### Signal wires on met1, run 1

The bar under the picture is 20 µm long.
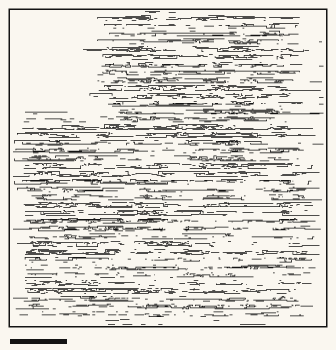
### Signal wires on met2, run 1

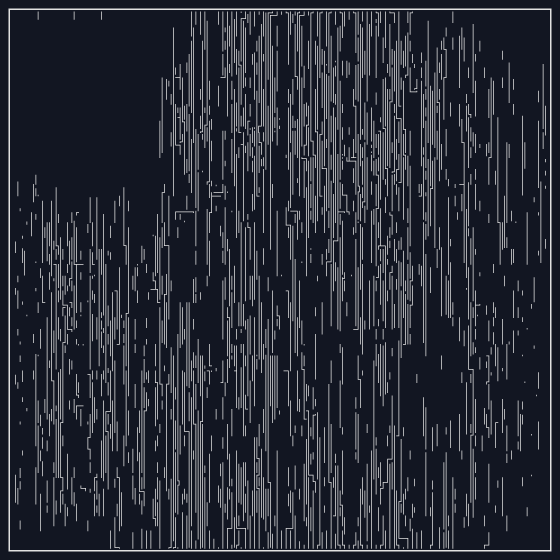
### Metal 3, run 1

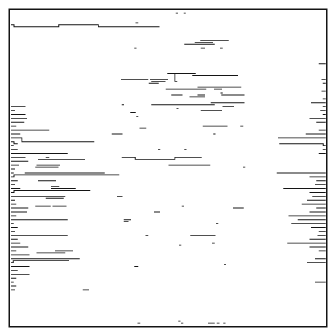
File: src/rtl/riscv_pkg.sv
// rtl/riscv_pkg.sv - shared funct3 encodings and data-memory controller state type
package riscv_pkg;

  localparam logic [2:0] F3_LB  = 3'b000;
  localparam logic [2:0] F3_LH  = 3'b001;
  localparam logic [2:0] F3_LW  = 3'b010;
  localparam logic [2:0] F3_LBU = 3'b100;
  localparam logic [2:0] F3_LHU = 3'b101;
  localparam logic [2:0] F3_SB  = 3'b000;
  localparam logic [2:0] F3_SH  = 3'b001;
  localparam logic [2:0] F3_SW  = 3'b010;

  typedef enum logic [1:0] {
    IDLE = 2'd0,
    BUS  = 2'd1,
    DONE = 2'd2
  } dmem_state_t;

endpackage

File: src/rtl/load_align.sv
// rtl/load_align.sv - selects the byte/halfword lane of a read word and sign/zero-extends it
module load_align
  import riscv_pkg::*;
(
  input  logic [31:0] word,
  input  logic [1:0]  addr_lo,
  input  logic [2:0]  funct3,
  output logic [31:0] result
);

  logic [7:0]  byte_lane;
  logic [15:0] half_lane;

  always_comb begin
    half_lane = addr_lo[1] ? word[31:16] : word[15:0];
    case (addr_lo)
      2'd0:    byte_lane = word[7:0];
      2'd1:    byte_lane = word[15:8];
      2'd2:    byte_lane = word[23:16];
      default: byte_lane = word[31:24];
    endcase
    case (funct3)
      F3_LB:   result = {{24{byte_lane[7]}}, byte_lane};
      F3_LH:   result = {{16{half_lane[15]}}, half_lane};
      F3_LBU:  result = {24'd0, byte_lane};
      F3_LHU:  result = {16'd0, half_lane};
      F3_LW:   result = word;
      default: result = word;
    endcase
  end

endmodule

File: src/rtl/dmem_access_ctrl.sv
// rtl/dmem_access_ctrl.sv - MA-stage data-memory request/ack controller; DMEM_TIMEOUT_EN adds a bus timeout
module dmem_access_ctrl
  import riscv_pkg::*;
#(
  parameter int ADDR_WIDTH     = 32,
  parameter int TIMEOUT_CYCLES = 255
) (
  input  logic                  i_clk,
  input  logic                  i_rst,
  input  logic                  i_ma_mem_rd,
  input  logic                  i_ma_mem_wr,
  input  logic [ADDR_WIDTH-1:0] i_ma_addr,
  input  logic [31:0]           i_ma_wdata,
  input  logic [2:0]            i_ma_funct3,
  output logic                  o_data_ready,
  output logic [31:0]           o_rdata,
  output logic                  o_misaligned,
  output logic                  o_bus_err,
  output logic                  o_mem_req,
  output logic                  o_mem_we,
  output logic [ADDR_WIDTH-1:0] o_mem_addr,
  output logic [3:0]            o_mem_be,
  output logic [31:0]           o_mem_wdata,
  input  logic                  i_mem_ack,
  input  logic [31:0]           i_mem_rdata
);

  dmem_state_t state_q, state_d;

  logic [ADDR_WIDTH-1:0] addr_q;
  logic [3:0]            be_q, be_d;
  logic [31:0]           wdata_q, wdata_d, rdata_q;
  logic [2:0]            funct3_q;
  logic                  we_q, mem_req_q;
  logic                  req_any, misaligned, launch, timeout;
  logic                  is_byte, is_half;

  assign req_any    = i_ma_mem_rd | i_ma_mem_wr;
  assign is_byte    = (i_ma_funct3[1:0] == 2'b00);
  assign is_half    = (i_ma_funct3[1:0] == 2'b01);
  assign misaligned = (is_half & i_ma_addr[0]) | (!is_byte & !is_half & (|i_ma_addr[1:0]));
  assign launch     = (state_q == IDLE) & req_any & !misaligned;

  // Lane selection is shared by loads and stores; only the size bits matter.
  always_comb begin
    be_d    = 4'b1111;
    wdata_d = i_ma_wdata;
    case ({1'b0, i_ma_funct3[1:0]})
      F3_SB: begin
        be_d    = 4'b0001 << i_ma_addr[1:0];
        wdata_d = {4{i_ma_wdata[7:0]}};
      end
      F3_SH: begin
        be_d    = i_ma_addr[1] ? 4'b1100 : 4'b0011;
        wdata_d = {2{i_ma_wdata[15:0]}};
      end
      F3_SW:   be_d = 4'b1111;
      default: be_d = 4'b1111;
    endcase
  end

  always_ff @(posedge i_clk) begin
    if (i_rst) state_q <= IDLE;
    else       state_q <= state_d;
  end

  always_comb begin
    state_d      = state_q;
    o_data_ready = 1'b1;
    o_misaligned = 1'b0;
    case (state_q)
      IDLE: begin
        o_data_ready = !req_any | misaligned;
        o_misaligned = req_any & misaligned;
        if (launch) state_d = BUS;
      end
      BUS: begin
        o_data_ready = 1'b0;
        if (i_mem_ack || timeout) state_d = DONE;
      end
      DONE:    state_d = IDLE;
      default: state_d = IDLE;
    endcase
  end

  always_ff @(posedge i_clk) begin
    if (i_rst) begin
      addr_q    <= '0;
      be_q      <= '0;
      wdata_q   <= '0;
      funct3_q  <= '0;
      we_q      <= 1'b0;
      mem_req_q <= 1'b0;
      rdata_q   <= '0;
    end else begin
      case (state_q)
        IDLE: if (launch) begin
          addr_q    <= i_ma_addr;
          be_q      <= be_d;
          wdata_q   <= wdata_d;
          funct3_q  <= i_ma_funct3;
          we_q      <= i_ma_mem_wr & ~i_ma_mem_rd;
          mem_req_q <= 1'b1;
        end
        BUS: begin
          if (i_mem_ack) begin
            rdata_q   <= i_mem_rdata;
            mem_req_q <= 1'b0;
          end else if (timeout) begin
            rdata_q   <= '0;
            mem_req_q <= 1'b0;
          end
        end
        default: ;
      endcase
    end
  end

`ifdef DMEM_TIMEOUT_EN
  localparam int CNT_W = ($clog2(TIMEOUT_CYCLES + 1) > 8) ? $clog2(TIMEOUT_CYCLES + 1) : 8;
  logic [CNT_W-1:0] cnt_q;
  logic             bus_err_q;

  // Counter holds the number of BUS cycles already elapsed without ack.
  assign timeout = (state_q == BUS) && !i_mem_ack && (cnt_q == CNT_W'(TIMEOUT_CYCLES - 1));

  always_ff @(posedge i_clk) begin
    if (i_rst) begin
      cnt_q     <= '0;
      bus_err_q <= 1'b0;
    end else begin
      if (launch)              cnt_q <= '0;
      else if (state_q == BUS) cnt_q <= cnt_q + 1'b1;
      if (timeout)             bus_err_q <= 1'b1;
      else if (state_q == DONE) bus_err_q <= 1'b0;
    end
  end

  assign o_bus_err = bus_err_q;
`else
  logic [31:0] unused_timeout_cfg;
  assign unused_timeout_cfg = TIMEOUT_CYCLES;
  assign timeout            = 1'b0;
  assign o_bus_err          = 1'b0;
`endif

  assign o_mem_req   = mem_req_q;
  assign o_mem_we    = we_q;
  assign o_mem_addr  = {addr_q[ADDR_WIDTH-1:2], 2'b00};
  assign o_mem_be    = be_q;
  assign o_mem_wdata = wdata_q;

  load_align u_load_align (
    .word    (rdata_q),
    .addr_lo (addr_q[1:0]),
    .funct3  (funct3_q),
    .result  (o_rdata)
  );

endmodule

File: config.mk
export PLATFORM = sky130hd
export DESIGN_NAME = dmem_access_ctrl
export DESIGN_NICKNAME = d
export VERILOG_FILES = /design/src/rtl/riscv_pkg.sv /design/src/rtl/load_align.sv /design/src/rtl/dmem_access_ctrl.sv
export SDC_FILE = /design/constraint.sdc
export NUM_CORES = 1
export LEC_CHECK = 0
export ABC_AREA = 1
export CAP_MARGIN = 5
export CORE_UTILIZATION = 44
export DETAILED_ROUTE_END_ITERATION = 12
export PLACE_DENSITY = 0.81
export SETUP_SLACK_MARGIN = 0.15
export SYNTH_ARGS = -nofsm -noshare
export SYNTH_HDL_FRONTEND = slang
export SYNTH_SLANG_ARGS = --single-unit
File: constraint.sdc
create_clock -name i_clk -period 1.8 [get_ports i_clk]
set_input_delay 0.36 -clock i_clk [delete_from_list [all_inputs] [get_ports i_clk]]
set_output_delay 0.36 -clock i_clk [all_outputs]
set_load 0.05 [all_outputs]
==> impl_metrics.py, run 1 <==
# Physical implementation metrics
metrics = {
    "run_status": {
        "status": "finished, violations left",
        "violations": "setup timing",
    },
    "job": {
        "max_cap_violations": 0,
    },
    "synthesis": {
        "ff_type": "dfxtp_1",
        "synth_area_mm2": 0.005152,
        "post_synth_mux_area_share_pct": 1.554,
        "ys_types": 24,
        "syn_avg_cell_area_um2": 6.982,
        "ys_seq_share_pct": 41.57,
        "yosys_warnings": 0,
        "most_common_cell": "nand2_1",
        "ys_sh_adder_pct": 0,
        "edf_count": 0,
        "synth-area-yosys_mm2": 0.005152,
        "synth_top_area_share_pct": 41.57,
        "yosysTopAreaCell": "dfxtp_1",
        "topCellsByArea": "dfxtp_1, nand2_1, nor2_1, o21ai_0, a21oi_1",
        "syn_inst": 738,
        "xor_area_share_pct": 0,
    },
    "cts": {
        "cts_resized": 52,
        "postCtsSetupBuffers": 12,
        "root_buffer": "clkbuf_16",
        "cts_buffer_depth": 2,
        "clock_latency_ps": 350,
        "cts_buffers": 9,
    },
    "worst_setup_path": {
        "endpoint": "o_rdata[22]",
        "r2r-end": "o_mem_wdata[24]$_SDFFE_PP0P_",
        "timing.critical_path.cells": "nand3_2 > nand2_1 > inv_2 > nand3_4 > buf_12 > buf_12 > nand3_4 > buf_12",
        "start_kind": "register",
        "regToRegSetupSlack_ps": 310,
        "end_kind": "output pin",
        "cp_max_fo": 8,
        "path_depth": 8,
        "critPathMostFrequentCell": "buf_12",
        "setup.worst_path.class": "reg -> out",
        "max_stage_delay_ps": 420,
        "cpLargestDelayFamily": "buffers and inverters",
    },
    "floorplanning": {
        "die_h_um": 110.2,
        "taps": 143,
        "pin_count": 209,
        "rows": 39,
        "dieArea_mm2": 0.01215,
        "fp_util_pct": 45.12,
    },
    "route": {
        "dr_wl_met2_um": 7724,
        "drt-met1-wl_um": 6358,
        "wl_met3_um": 990,
        "drt_pass1_iterations": 4,
        "drt-initial-drc-count": 315,
        "drc": 0,
        "top_layer": "met4",
    },
    "power": {
        "ir_drop_mv": 0.5706,
        "p_int_mw": 4.825,
        "powerDensity_mw_per_mm2": 952.7,
        "leakagePower_nw": 3.627,
        "comb_power_share_pct": 40.0,
        "pg_comb_mw": 3.14,
        "clockPowerShare_pct": 25.6,
        "pwr-share-seq_pct": 34.5,
    },
    "cells_and_area": {
        "num-nonclk-buffers": 256,
        "final_common_cell": "nand2_1",
        "comb_area_share_pct": 33.33,
        "flop_area_mm2": 0.002162,
        "logic_area_mm2": 0.002745,
        "flops": 107,
        "drive_gt1_share_pct": 27.42,
        "buf_share_pct": 32.28,
        "final_cell_area_mm2": 0.008237,
        "final-clk-cell-share_pct": 3.676,
        "fillers": 910,
        "post-route-util_pct": 72.13,
        "inverters": 49,
        "layout_top_cells": "nand2_1, nor2_1, buf_4, dfxtp_1, clkdlybuf4s50_1",
    },
    "sta": {
        "finalSetupViolations": 32,
        "fin_ws_ps": -203.2,
        "holdWs_ps": 469.2,
        "setup_tns_ps": -5170,
        "hold_viol": 0,
    },
    "global_route": {
        "grt_max_degree": 56,
        "grt_overflow": 0,
        "busiest_layer": "met2",
        "track_usage_pct": 26.13,
        "antenna_found_initial": 0,
    },
    "place": {
        "gp_congestion": 0.8505,
        "portBuffers": 205,
        "dp_hpwl_um": 10850,
        "dp_slack_ps": -206.7,
    },
    "hold_path": {
        "hold_class": "reg -> reg",
        "whs_endpoint": "rdata_q[19]$_SDFFE_PP0P_",
        "min_from": "rdata_q[19]$_SDFFE_PP0P_",
        "holdPathStages": 2,
    },
}
Back to the opening pictures, 'Signal wires on met1':
- share of all routed wire: 41%
- wire length on this layer: 6360 µm
- longest straight run: 43.2 µm
grt met1 use: 31.21%
vias: 5459
total wire length: 15650 µm

Back to the opening pictures, 'Signal wires on met2':
- share of all routed wire: 49%
- longest straight run: 47.8 µm
- nets with wire on the layer: 841
met2 global-route usage: 45.09%

Back to the opening pictures, 'Metal 3':
- nets with wire on the layer: 138
- longest straight run: 36.6 µm
met3 Usage GRT: 4.938%

==> run 2: changes to the inputs <==
Settings changed: SLEW_MARGIN set to 30.
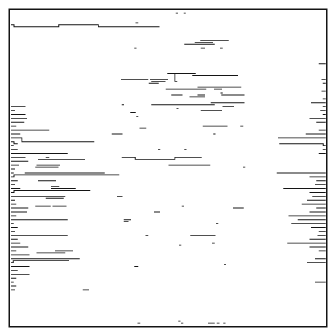
*Metal 3, run 2*
- share of all routed wire: 6.3%
- nets with wire on the layer: 138
- longest straight run: 36.6 µm

==> impl_metrics.py, run 2 <==
# Physical implementation metrics
metrics = {
    "run_status": {
        "status": "finished, violations left",
        "violations": "setup timing",
    },
    "cells_and_area": {
        "final_common_cell": "nand2_1",
        "flops": 107,
        "fillers": 910,
        "flop_area_mm2": 0.002162,
        "final_cell_area_mm2": 0.008237,
        "logic_area_mm2": 0.002745,
        "num-nonclk-buffers": 256,
        "buf_share_pct": 32.28,
        "layout_top_cells": "nand2_1, nor2_1, buf_4, dfxtp_1, clkdlybuf4s50_1",
        "final-clk-cell-share_pct": 3.676,
        "inverters": 49,
        "drive_gt1_share_pct": 27.42,
        "post-route-util_pct": 72.13,
    },
    "worst_setup_path": {
        "critPathMostFrequentCell": "buf_12",
        "path_depth": 8,
        "cp_max_fo": 8,
        "cpLargestDelayFamily": "buffers and inverters",
        "timing.critical_path.cells": "nand3_2 > nand2_1 > inv_2 > nand3_4 > buf_12 > buf_12 > nand3_4 > buf_12",
        "start_kind": "register",
        "setup.worst_path.class": "reg -> out",
        "endpoint": "o_rdata[22]",
        "regToRegSetupSlack_ps": 310,
        "max_stage_delay_ps": 420,
    },
    "synthesis": {
        "synth-area-yosys_mm2": 0.005152,
        "edf_count": 0,
        "synth_area_mm2": 0.005152,
        "xor_area_share_pct": 0,
        "ff_type": "dfxtp_1",
        "ys_seq_share_pct": 41.57,
        "yosysTopAreaCell": "dfxtp_1",
        "syn_avg_cell_area_um2": 6.982,
        "ys_sh_adder_pct": 0,
        "topCellsByArea": "dfxtp_1, nand2_1, nor2_1, o21ai_0, a21oi_1",
        "synth_top_area_share_pct": 41.57,
        "syn_inst": 738,
        "yosys_warnings": 0,
    },
    "route": {
        "drt-initial-drc-count": 315,
        "wl_met3_um": 990,
        "drc": 0,
        "top_layer": "met4",
        "dr_wl_met2_um": 7724,
        "vias": 5459,
        "drt_pass1_iterations": 4,
        "routed_wl_um": 15650,
        "drt-met1-wl_um": 6358,
    },
    "global_route": {
        "grt_max_degree": 56,
        "track_usage_pct": 26.13,
        "grt_use_met2_pct": 45.09,
        "grt_overflow": 0,
        "grtUsageMet1_pct": 31.21,
        "busiest_layer": "met2",
        "use_met3_pct": 4.938,
        "antenna_found_initial": 0,
    },
    "floorplanning": {
        "fp_util_pct": 45.12,
        "dieArea_mm2": 0.01215,
        "pin_count": 209,
        "taps": 143,
        "core-area_mm2": 0.01142,
    },
    "place": {
        "portBuffers": 205,
        "dp_hpwl_um": 10850,
        "gp_congestion": 0.8505,
    },
    "power": {
        "seq_power_mw": 2.70,
        "powerDensity_mw_per_mm2": 952.7,
        "ir_drop_mv": 0.5706,
        "pg_comb_mw": 3.14,
        "p_int_mw": 4.825,
        "comb_power_share_pct": 40.0,
    },
    "cts": {
        "postCtsSetupBuffers": 12,
        "root_buffer": "clkbuf_16",
        "cts_buffer_depth": 2,
        "clock_latency_ps": 350,
        "cts_buffers": 9,
    },
    "hold_path": {
        "whs_endpoint": "rdata_q[19]$_SDFFE_PP0P_",
        "holdPathStages": 2,
    },
    "sta": {
        "finalSetupViolations": 32,
        "fin_ws_ps": -203.2,
        "holdWs_ps": 469.2,
        "setup_tns_ps": -5170,
    },
    "job": {
        "max_cap_violations": 0,
    },
}
No activity file was given, so power comes from the tool's default toggle rates.
